==> src/rtl/pipe_ctrl_pkg.sv <==
// Shared types and constants for the pipeline hazard controller.
// State encoding, control bundle and counter widths.
package pipe_ctrl_pkg;

    localparam int STALL_W = 32;
    localparam int DIV_CYCLES_DEF = 33;

    typedef enum logic [1:0] {
        RUN      = 2'd0,
        DIV_BUSY = 2'd1,
        DIV_DONE = 2'd2
    } hz_state_e;

    typedef struct packed {
        logic pc_en;
        logic if_id_stall;
        logic if_id_flush;
        logic id_exe_stall;
        logic id_exe_flush;
        logic exe_mem_flush;
        logic div_start;
        logic div_busy;
    } ctrl_t;

    function automatic ctrl_t ctrl_idle();
        ctrl_t c;
        c = '0;
        c.pc_en = 1'b1;
        return c;
    endfunction

    function automatic ctrl_t ctrl_div_hold();
        ctrl_t c;
        c = '0;
        c.if_id_stall = 1'b1;
        c.id_exe_stall = 1'b1;
        c.exe_mem_flush = 1'b1;
        return c;
    endfunction

endpackage

==> src/rtl/sat_counter.sv <==
// Saturating up-counter; increments while inc is high
// and sticks at all-ones.
module sat_counter
    import pipe_ctrl_pkg::*;
#(
    parameter int W = STALL_W
) (
    input  logic         clk,
    input  logic         rst,
    input  logic         inc,
    output logic [W-1:0] count
);

    logic [W-1:0] count_d;
    logic [W-1:0] count_q;

    // Next count: add one unless already saturated.
    always_comb begin
        count_d = count_q;
        if (inc && (count_q != '1)) begin
            count_d = count_q + 1'b1;
        end
    end

    // Counter register.
    always_ff @(posedge clk or posedge rst) begin
        if (rst) begin
            count_q <= '0;
        end else begin
            count_q <= count_d;
        end
    end

    assign count = count_q;

endmodule

==> src/rtl/pipe_hazard_ctrl.sv <==
// Stall/flush sequencer for the 5-stage pipeline: load-use,
// taken-branch redirect and multi-cycle divide occupancy.
module pipe_hazard_ctrl
    import pipe_ctrl_pkg::*;
#(
    parameter int DIV_CYCLES = DIV_CYCLES_DEF
) (
    input  logic               clk,
    input  logic               rst,
    input  logic               exe_div_valid,
    input  logic               exe_is_load,
    input  logic [4:0]         exe_rd,
    input  logic [4:0]         id_rs1,
    input  logic [4:0]         id_rs2,
    input  logic               id_use_rs1,
    input  logic               id_use_rs2,
    input  logic               exe_branch_taken,
    output logic               pc_en,
    output logic               if_id_stall,
    output logic               if_id_flush,
    output logic               id_exe_stall,
    output logic               id_exe_flush,
    output logic               exe_mem_flush,
    output logic               div_start,
    output logic               div_busy,
    output logic [STALL_W-1:0] stall_cycles
);

    // cnt runs from DIV_CYCLES-2 down to 0, so clog2 bits suffice.
    localparam int CNT_W = (DIV_CYCLES > 2) ? $clog2(DIV_CYCLES) : 1;
    localparam logic [CNT_W-1:0] CNT_LOAD = CNT_W'(DIV_CYCLES - 2);

    hz_state_e        state_d;
    hz_state_e        state_q;
    logic [CNT_W-1:0] cnt_d;
    logic [CNT_W-1:0] cnt_q;
    ctrl_t            ctrl;
    logic             load_use;
    logic             rs1_hit;
    logic             rs2_hit;

    // Dependency of the ID instruction on a load sitting in EXE.
    always_comb begin
        rs1_hit  = id_use_rs1 && (id_rs1 == exe_rd);
        rs2_hit  = id_use_rs2 && (id_rs2 == exe_rd);
        load_use = exe_is_load && (exe_rd != 5'd0) && (rs1_hit || rs2_hit);
    end

    // Next state, divide countdown and pipeline controls.
    always_comb begin
        state_d = state_q;
        cnt_d   = cnt_q;
        ctrl    = ctrl_idle();
        unique case (state_q)
            RUN: begin
                if (exe_div_valid) begin
                    ctrl           = ctrl_div_hold();
                    ctrl.div_start = 1'b1;
                    cnt_d          = CNT_LOAD;
                    state_d        = DIV_BUSY;
                end else if (exe_branch_taken) begin
                    ctrl.if_id_flush  = 1'b1;
                    ctrl.id_exe_flush = 1'b1;
                end else if (load_use) begin
                    ctrl.pc_en        = 1'b0;
                    ctrl.if_id_stall  = 1'b1;
                    ctrl.id_exe_flush = 1'b1;
                end
            end
            DIV_BUSY: begin
                ctrl          = ctrl_div_hold();
                ctrl.div_busy = 1'b1;
                if (cnt_q == '0) begin
                    state_d = DIV_DONE;
                end else begin
                    cnt_d = cnt_q - 1'b1;
                end
            end
            DIV_DONE: begin
                // Same divide still in EXE: exe_div_valid ignored.
                state_d = RUN;
                if (exe_branch_taken) begin
                    ctrl.if_id_flush  = 1'b1;
                    ctrl.id_exe_flush = 1'b1;
                end
            end
            default: begin
                state_d = RUN;
                cnt_d   = '0;
            end
        endcase
    end

    // State and divide countdown registers.
    always_ff @(posedge clk or posedge rst) begin
        if (rst) begin
            state_q <= RUN;
            cnt_q   <= '0;
        end else begin
            state_q <= state_d;
            cnt_q   <= cnt_d;
        end
    end

    assign pc_en         = ctrl.pc_en;
    assign if_id_stall   = ctrl.if_id_stall;
    assign if_id_flush   = ctrl.if_id_flush;
    assign id_exe_stall  = ctrl.id_exe_stall;
    assign id_exe_flush  = ctrl.id_exe_flush;
    assign exe_mem_flush = ctrl.exe_mem_flush;
    assign div_start     = ctrl.div_start;
    assign div_busy      = ctrl.div_busy;

    sat_counter #(
        .W(STALL_W)
    ) u_stall_cnt (
        .clk  (clk),
        .rst  (rst),
        .inc  (~ctrl.pc_en),
        .count(stall_cycles)
    );

endmodule

==> config.mk <==
export PLATFORM = sky130hd
export DESIGN_NAME = pipe_hazard_ctrl
export DESIGN_NICKNAME = d
export VERILOG_FILES = /design/src/rtl/pipe_ctrl_pkg.sv /design/src/rtl/sat_counter.sv /design/src/rtl/pipe_hazard_ctrl.sv
export SDC_FILE = /design/constraint.sdc
export NUM_CORES = 1
export LEC_CHECK = 0
export CAP_MARGIN = 15
export CELL_PAD_IN_SITES_DETAIL_PLACEMENT = 2
export CELL_PAD_IN_SITES_GLOBAL_PLACEMENT = 2
export CORE_AREA = 4 4 93 95
export CTS_CLUSTER_DIAMETER = 150
export DETAILED_ROUTE_END_ITERATION = 7
export DIE_AREA = 0 0 97 99
export HOLD_SLACK_MARGIN = 0.03
export PLACE_DENSITY = 0.75
export SLEW_MARGIN = 20
export SYNTH_ARGS = -nofsm -noshare
export SYNTH_HDL_FRONTEND = slang
export SYNTH_HIERARCHICAL = 1
export SYNTH_SLANG_ARGS = --single-unit
==> constraint.sdc <==
create_clock -name clk -period 3.05 [get_ports clk]
set_input_delay 0.61 -clock clk [delete_from_list [all_inputs] [get_ports clk]]
set_output_delay 0.61 -clock clk [all_outputs]
set_load 0.1 [all_outputs]
==> impl_metrics.yaml, run 1 <==
# yosys + openroad results
final_layout:
  nNonClkBuffers: 82
  final.clkbuf_count: 7
  sh_comb_area_pct: 37.23
  clk_share_pct: 2.876
  layout_top_cell: "buf_4"
  non_clock_inverter_count: 9
  filler_cell_count: 828
  final_layout_size_suffix_gt1_share_pct: 29.51
  layout.cell_area.non_filler_um2: 3263
  logic_area_um2: 1215
  seq_share_pct: 30.67
logic_synthesis:
  post_synth_ao_oa_area_fraction_pct: 10.84
  synth_area_leader_cell: "dfrtp_1"
  ys_top_cells_by_area: "dfrtp_1 45%, xnor2_1 11%, nand3_1 5.2%"
  netlist.area_leader.share_pct: 45.17
  yosys_most_used_dff: "dfrtp_1"
  syn_nets: 246
  synthesis.area_per_instance_um2: 9.981
  post_synth_num_cell_types: 47
  prevailing_logic_family_in_the_synthesized_netlist: "simple AND/OR/NAND/NOR gates"
  post_synth_and_or_nand_nor_area_fraction_pct: 23.43
  numSynthFlops: 40
  synth_xor_xnor_area_share_pct: 15.02
  yosys_warnings: 6
floorplanning:
  core-area_um2: 7727
  pin_count: 62
  die.size.y_um: 99
sta:
  achievable-frequency_mhz: 349.2
  worstMarginPinSlew_ns: 0.5986
setup_path:
  cp_data_arrival_time_ns: 3.05
  worst_setup_path_start_kind: "input port"
  cpMaxStageDelayCell: "or4_4"
  timing.critical_path.slowest_cell_delay_ns: 0.56
status:
  status: "finished clean"
pwr:
  p_comb_uw: 1290
  ir_drop_mv: 0.9775
  clockPowerShare_pct: 15.5
  overall_power_consumption_uw: 2443
  internal-power_uw: 1207
  seqPwrFrac_pct: 31.8
  share_comb_of_total_power_pct: 52.7
  clockNetworkPower_uw: 380
worst_hold_path:
  hold_class: "flip-flop to flip-flop"
grt:
  first_global_vias: 2202
  maximum_number_of_pins_on_one_net_before_global_route_repair: 33
cts:
  buffer_type_at_the_clock_tree_root: "clkbuf_8"
  post_cts_hold_buffer_count: 0
  clock_insertion_delay_worst_skew_ns: 0.30
  ctsLongestPathBuffers: 2
  cts_setup_buffers: 2
  clk_transition_reported_paths_ns: 0.09
detailed_routing:
  post_drt_wl_per_cell_um: 17.60
  met3RoutedLength_um: 250
## run 1: per-stage QoR
step	std cells	hold slack [ns]	worst slack [ns]
after CTS	405	0.5004	0.02934
final	407	0.4960	0.1866
after global placement	395	0.4778	-0.3521
after detailed placement	395	0.4862	-0.4385
after floorplan	222	0.4257	0.01756
after global routing	407	0.5165	0.02688
## run 1: worst paths after layout
kind / start / cells after the start / to
worst max-delay path: id_rs2[4] / 11 / u_stall_cnt/count[27]
max in group asynchronous: rst / 3 / u_stall_cnt/count[1]
worst min register to register: u_stall_cnt/count[10] / 1 / u_stall_cnt/count[10]
min in group asynchronous: rst / 2 / cnt_q[4]
worst min-delay path: u_stall_cnt/count[10] / 1 / u_stall_cnt/count[10]
worst max register to register: state_q[0] / 8 / u_stall_cnt/count[27]
### Wiring by layer, run 1

Only two layers are drawn.
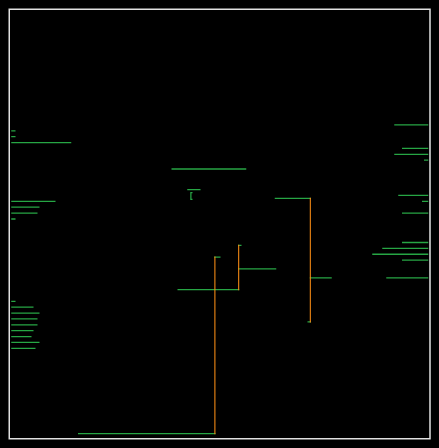
Key: green = M3 [wire length 251 um]; orange = M4 [wire length 79.6 um]

### Track usage over the die, run 1

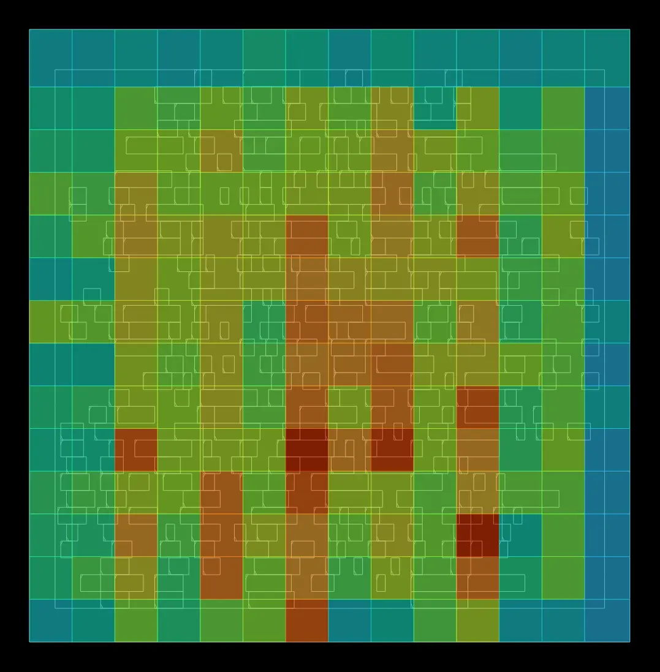
global routing's busiest layer: met2
GR Layer Usage met3: 2.831%
global routing met2 resource utilization: 25.58%
final core utilization: 42.23%

### Gate-type map, run 1

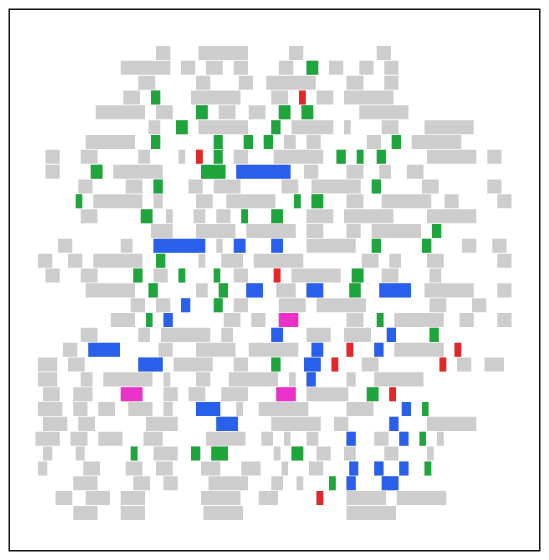
Key: green = nand cells [cells 51]; magenta = mux cells [cells 3]; blue = aoi and oai cells [cells 28]; red = inv cells [cells 9]

==> run 1 -> run 2 <==
--- a/config.mk
+++ b/config.mk
@@ -5,13 +5,15 @@
 export SDC_FILE = /design/constraint.sdc
 export NUM_CORES = 1
 export LEC_CHECK = 0
+export ABC_AREA = 1
 export CAP_MARGIN = 15
 export CELL_PAD_IN_SITES_DETAIL_PLACEMENT = 2
 export CELL_PAD_IN_SITES_GLOBAL_PLACEMENT = 2
-export CORE_AREA = 4 4 93 95
+export CORE_AREA = 4 4 112 114
 export CTS_CLUSTER_DIAMETER = 150
 export DETAILED_ROUTE_END_ITERATION = 7
-export DIE_AREA = 0 0 97 99
+export DIE_AREA = 0 0 116 118
+export GPL_ROUTABILITY_DRIVEN = 0
 export HOLD_SLACK_MARGIN = 0.03
 export PLACE_DENSITY = 0.75
 export SLEW_MARGIN = 20
### Sequential cells grouped by signal name, run 2

The bar under the picture is 20 um long. Other cells in grey.
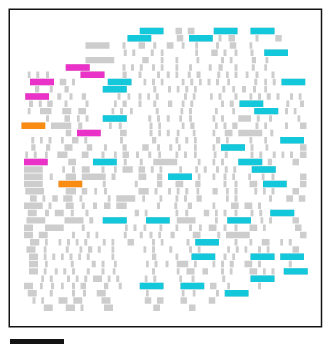
Key: orange = state_q [flops 2]; cyan = u_stall_cnt/count [flops 32]; magenta = cnt_q [flops 6, where north-west]

### Wiring by layer, run 2

Only two layers are drawn.
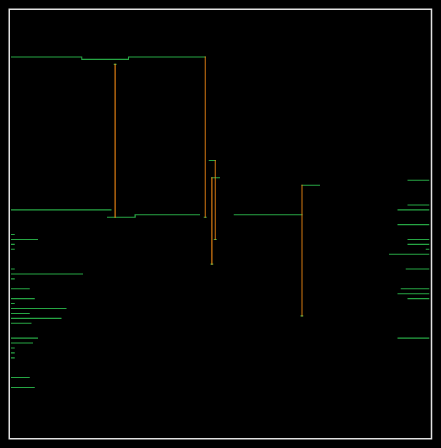
Key: green = M3 [wire length 331 um]; orange = M4 [wire length 168 um]

==> run 2 against run 1 <==
  * Worst hold slack improved by 0.018 ns
  * Sequential share of layout area fell by 5.3 points
  * Critical path depth did not move
  * Highest routed layer unchanged
  * Combinational power rose by 16%
  * Count of clock-buffer cells in the layout fell by 1
  * Largest power group unchanged
  * Register-to-register slack improved by 0.55 ns
  * Power rose by 18%
  * First-iteration DRC count rose by 97%
  * Final cell count rose by 71%
  * Worst setup slack improved by 0.19 ns
==> impl_metrics.yaml, run 2 <==
# yosys + openroad results
status:
  status: "finished clean"
final_layout:
  logic_area_um2: 1748
  area.sequential_um2: 1001
  final_layout_size_suffix_gt1_share_pct: 16.09
  number_of_standard_cells_in_the_layout_taps_in_and_fillers_out: 696
  layout.cell_area.non_filler_um2: 3950
  final.clkbuf_count: 6
  sh_comb_area_pct: 44.25
  buffer_area_share_pct: 15.71
  non_clock_inverter_count: 59
  clk_share_pct: 4.498
  final_layout_top_logic_cells: "237 x nand2_1, 62 x nor2_1, 47 x inv_1"
  postLayoutCoreUtil_pct: 34.59
  seq_share_pct: 25.34
  nNonClkBuffers: 64
  layout_top_cell: "nand2_1"
  filler_cell_count: 1423
pwr:
  clockPowerShare_pct: 22.5
  internal-power_uw: 1440
  seqPwrFrac_pct: 25.7
  share_comb_of_total_power_pct: 51.8
  p_comb_uw: 1490
  clockNetworkPower_uw: 647
  leakagePower_uw: 0.001996
  overall_power_consumption_uw: 2872
  ir_drop_mv: 0.7463
  pg_seq_uw: 738
logic_synthesis:
  yosys_most_used_dff: "dfrtp_1"
  syn_nets: 512
  post_synth_num_cell_types: 31
  synthTopCellsByCount: "238 x nand2_1, 62 x nor2_1, 47 x inv_1"
  ys_top_cells_by_area: "dfrtp_1 33%, nand2_1 29%, nor2_1 7.7%"
  prevailing_logic_family_in_the_synthesized_netlist: "simple AND/OR/NAND/NOR gates"
  synth_area_leader_cell: "dfrtp_1"
  post_synth_and_or_nand_nor_area_fraction_pct: 48.95
  yosys_warnings: 6
  number_of_synthesized_flops_with_an_enable_pin: 0
  synthesis.area_per_instance_um2: 6.228
  netlist.area_leader.share_pct: 32.94
  post_synth_ao_oa_area_fraction_pct: 3.788
  numSynthFlops: 40
  synth_xor_xnor_area_share_pct: 3.746
cts:
  cts_inserted_buffers: 5
  ctsLongestPathBuffers: 2
  clk_transition_reported_paths_ns: 0.06
  buffer_type_at_the_clock_tree_root: "clkbuf_16"
  cts_setup_buffers: 0
  post_cts_hold_buffer_count: 0
  clock_insertion_delay_worst_skew_ns: 0.30
placement:
  numPlacedInstances: 688
  dp_worst_setup_slack_ns: 0.3388
sta:
  worstMarginPinSlew_ns: 0.4646
  final.setup.worst_slack_ns: 0.3805
  holdWs_ns: 0.5137
  achievable-frequency_mhz: 374.6
detailed_routing:
  drc: 0
  post_drt_wl_per_cell_um: 15.05
floorplanning:
  die.size.y_um: 118
  std_cell_rows: 39
  pin_count: 62
  core-area_um2: 11420
  chip_area_um2: 13690
setup_path:
  critical_path.reg2reg.startpoint: "u_stall_cnt/count[0]"
  worst_setup_path_start_kind: "input port"
  beginning_of_the_critical_path: "exe_rd[4]"
  cp_data_arrival_time_ns: 2.06
  worstSetupPathType: "input port to output pin"
  timing.critical_path.slowest_cell_delay_ns: 0.53
  worst-endpoint-required_ns: 2.44
  cpMaxStageDelayCell: "clkdlybuf4s50_1"
worst_hold_path:
  hp-start: "cnt_q[5]"
  hold_class: "flip-flop to flip-flop"
run:
  stage_log_warnings: 26
grt:
  number_of_antenna_violations_at_the_first_check_in_global_routing: 0
  first_global_vias: 3707
  maximum_number_of_pins_on_one_net_before_global_route_repair: 33
[run 2: cell count changes after synthesis, sizes merged, moves of 5 or more]
cell    change
nand2     +230
o21ai       +6
clkbuf      -5
inv        +50
buf         +5
nand4       -8
nor2       +60
xnor2      -22
and3       -10
[run 2: worst paths after layout]
| path | end | cells after the start |
|---|---|---|
| worst max-delay path | pc_en | 11 |
| worst min-delay path | cnt_q[5] | 2 |
| worst max register to register | u_stall_cnt/count[26] | 9 |
| worst min register to register | cnt_q[5] | 2 |
| max in group asynchronous | u_stall_cnt/count[28] | 3 |
| min in group asynchronous | state_q[1] | 2 |
[run 2: metal layers]
metal	vias to the layer above	GRT usage (%)	part of all wire (%)
met3	11	3.136	3.1
met5	-	0	0
met1	1588	19.60	43
met4	0	4.931	1.6
met2	46	29.64	52
li1	1602	-	-
==> run 2 -> run 3 <==
--- a/config.mk
+++ b/config.mk
@@ -9,14 +9,14 @@
 export CAP_MARGIN = 15
 export CELL_PAD_IN_SITES_DETAIL_PLACEMENT = 2
 export CELL_PAD_IN_SITES_GLOBAL_PLACEMENT = 2
-export CORE_AREA = 4 4 112 114
+export CORE_AREA = 2 2 110 112
 export CTS_CLUSTER_DIAMETER = 150
 export DETAILED_ROUTE_END_ITERATION = 7
-export DIE_AREA = 0 0 116 118
+export DIE_AREA = 0 0 112 114
 export GPL_ROUTABILITY_DRIVEN = 0
 export HOLD_SLACK_MARGIN = 0.03
 export PLACE_DENSITY = 0.75
-export SLEW_MARGIN = 20
+export SLEW_MARGIN = 15
 export SYNTH_ARGS = -nofsm -noshare
 export SYNTH_HDL_FRONTEND = slang
 export SYNTH_HIERARCHICAL = 1
### Sequential cells grouped by signal name, run 3

The bar under the picture is 20 um long. Other cells in grey.
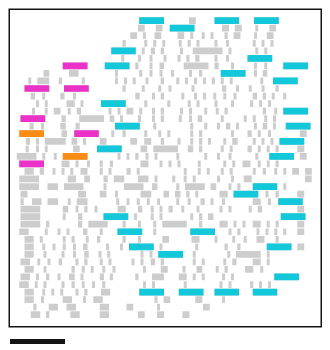
Key: cyan = u_stall_cnt/count [flops 32]; magenta = cnt_q [flops 6]; orange = state_q [flops 2]

### Gate-type map, run 3

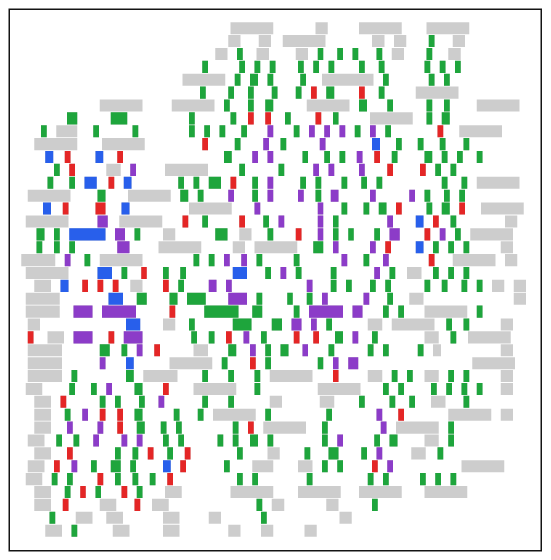
Key: purple = nor cells [cells 77]; green = nand cells [cells 273, where all over the die]; red = inv cells [cells 59, where all over the die]; blue = aoi and oai cells [cells 17]

==> run 3 against run 2 <==
  * Non-clock buffer count is the same
  * Clock skew is 0.013 ns lower
  * Cell area decreased by 0.13%
  * Sequential share of layout area hardly changed
  * Maximum frequency is 0.11% higher
  * Highest routed layer unchanged
  * Combinational power hardly changed
  * Critical endpoint unchanged
  * Count of clock-buffer cells in the layout decreased by 1
==> impl_metrics.yaml, run 3 <==
# yosys + openroad results
status:
  status: "finished clean"
setup_path:
  critical_path_cell_count: 11
  worstSetupEndpoint: "pc_en"
  worstSetupPathType: "input port to output pin"
  critical_path.reg2reg.startpoint: "u_stall_cnt/count[0]"
  worst_setup_path_start_kind: "input port"
  beginning_of_the_critical_path: "exe_rd[3]"
  cpMaxStageDelayCell: "clkdlybuf4s50_1"
  reg2regPathDepth: 9
  timing.critical_path.slowest_cell_delay_ns: 0.50
final_layout:
  layout_top_cell: "nand2_1"
  number_of_standard_cells_in_the_layout_taps_in_and_fillers_out: 700
  area.sequential_um2: 1001
  postLayoutCoreUtil_pct: 33.69
  final_layout_top_logic_cells: "237 x nand2_1, 62 x nor2_1, 47 x inv_1"
logic_synthesis:
  synthesis.area_per_instance_um2: 6.228
  yosys_most_used_dff: "dfrtp_1"
  number_of_synthesized_flops_with_an_enable_pin: 0
  post_synth_and_or_nand_nor_area_fraction_pct: 48.95
  yosys_warnings: 6
  numSynthFlops: 40
  post_synth_ao_oa_area_fraction_pct: 3.788
  prevailing_logic_family_in_the_synthesized_netlist: "simple AND/OR/NAND/NOR gates"
  ys_top_cells_by_area: "dfrtp_1 33%, nand2_1 29%, nor2_1 7.7%"
  synth_area_leader_cell: "dfrtp_1"
  post_synth_num_cell_types: 31
  syn_nets: 512
grt:
  grt_util_met3_pct: 3.666
  grt_util_met2_pct: 32.28
  maximum_number_of_pins_on_one_net_before_global_route_repair: 33
  number_of_antenna_violations_at_the_first_check_in_global_routing: 0
  first_global_vias: 3569
  grt.busiest_layer: "met2"
cts:
  cts_inserted_buffers: 5
  cts_setup_buffers: 0
  post_cts_hold_buffer_count: 0
  buffer_type_at_the_clock_tree_root: "clkbuf_16"
  ctsLongestPathBuffers: 2
worst_hold_path:
  hold_path_end: "cnt_q[5]"
  hold_class: "flip-flop to flip-flop"
  hold_path_depth: 2
floorplanning:
  std_cell_rows: 40
  die.size.y_um: 114
  core-area_um2: 11710
  chip_area_um2: 12770
pwr:
  leakagePower_uw: 0.001989
  overall_power_consumption_uw: 2842
detailed_routing:
  met3RoutedLength_um: 362
  top_signal_layer_used: "met4"
  dr_wl_met2_um: 5465
placement:
  numPlacedInstances: 692
run:
  stage_log_warnings: 26
sta:
  achievable-frequency_mhz: 375.0
  worstMarginPinSlew_ns: 0.4509
run 3: cell counts after synthesis:
Identical to the previous run, type by type.
run 3: cell type report:
class / count / area share [%]
clock inverters: 3 / 1.078
flip-flops and latches: 40 / 25.37
repair buffers: 64 / 15.73
inverters: 59 / 5.677
multi-input cells: 382 / 44.31
clock buffers: 5 / 3.172
well taps: 147 / 4.662
run 3: report_power, final:
group	internal [uW]	switching, uW	leakage, uW	total (uW)
registers	618	120	0.000535	738
logic	412	1080	0.00137	1490
clock network	385	228	0.0000798	612
total	1410	1430	0.00199	2840
run 3: stage by stage:
step | cell area, um^2 | setup slack, ns
3_3_place_gp | 3777 | 0.3938
5_1_grt | 3945 | 0.1872
4_1_cts | 3945 | 0.3444
2_1_floorplan | 3042 | 0.1639
3_5_place_dp | 3777 | 0.2888
6_report | 3945 | 0.3833

==> gallery <==
Sizing map.
(a)
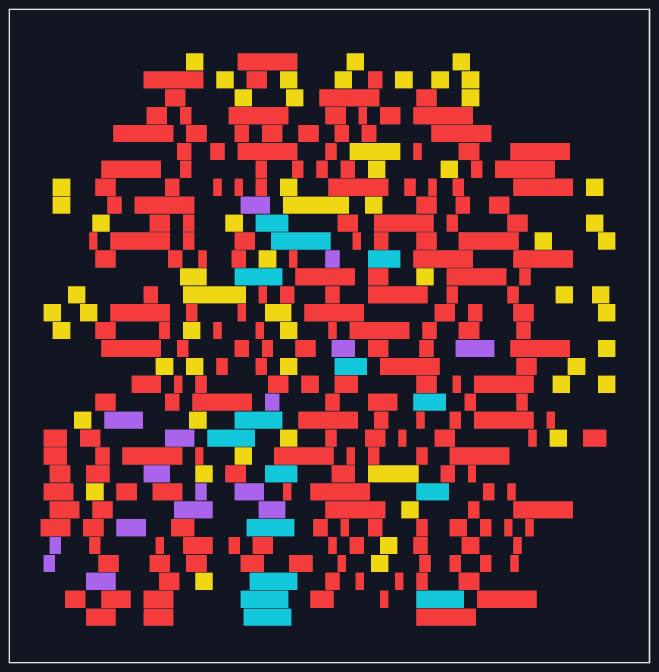
(b)
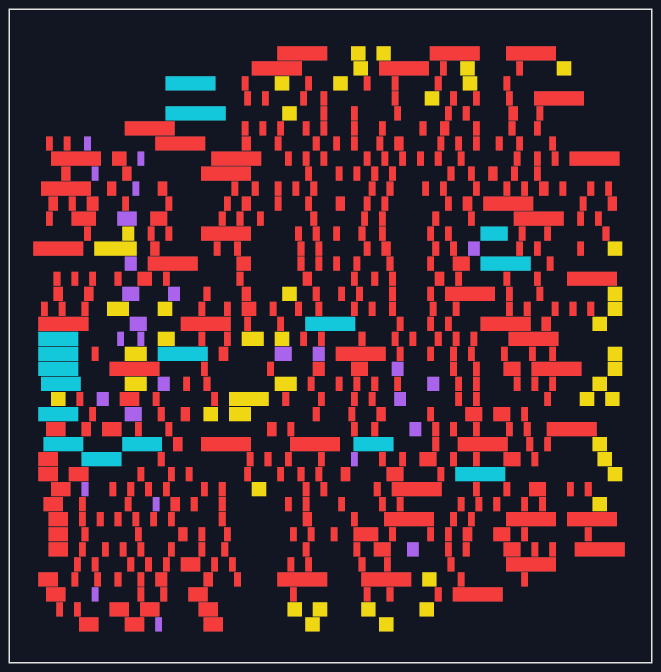
- (a) = run 1
- (b) = run 2
The one with the most cells is (b).

Power and IR drop assume default switching activity.
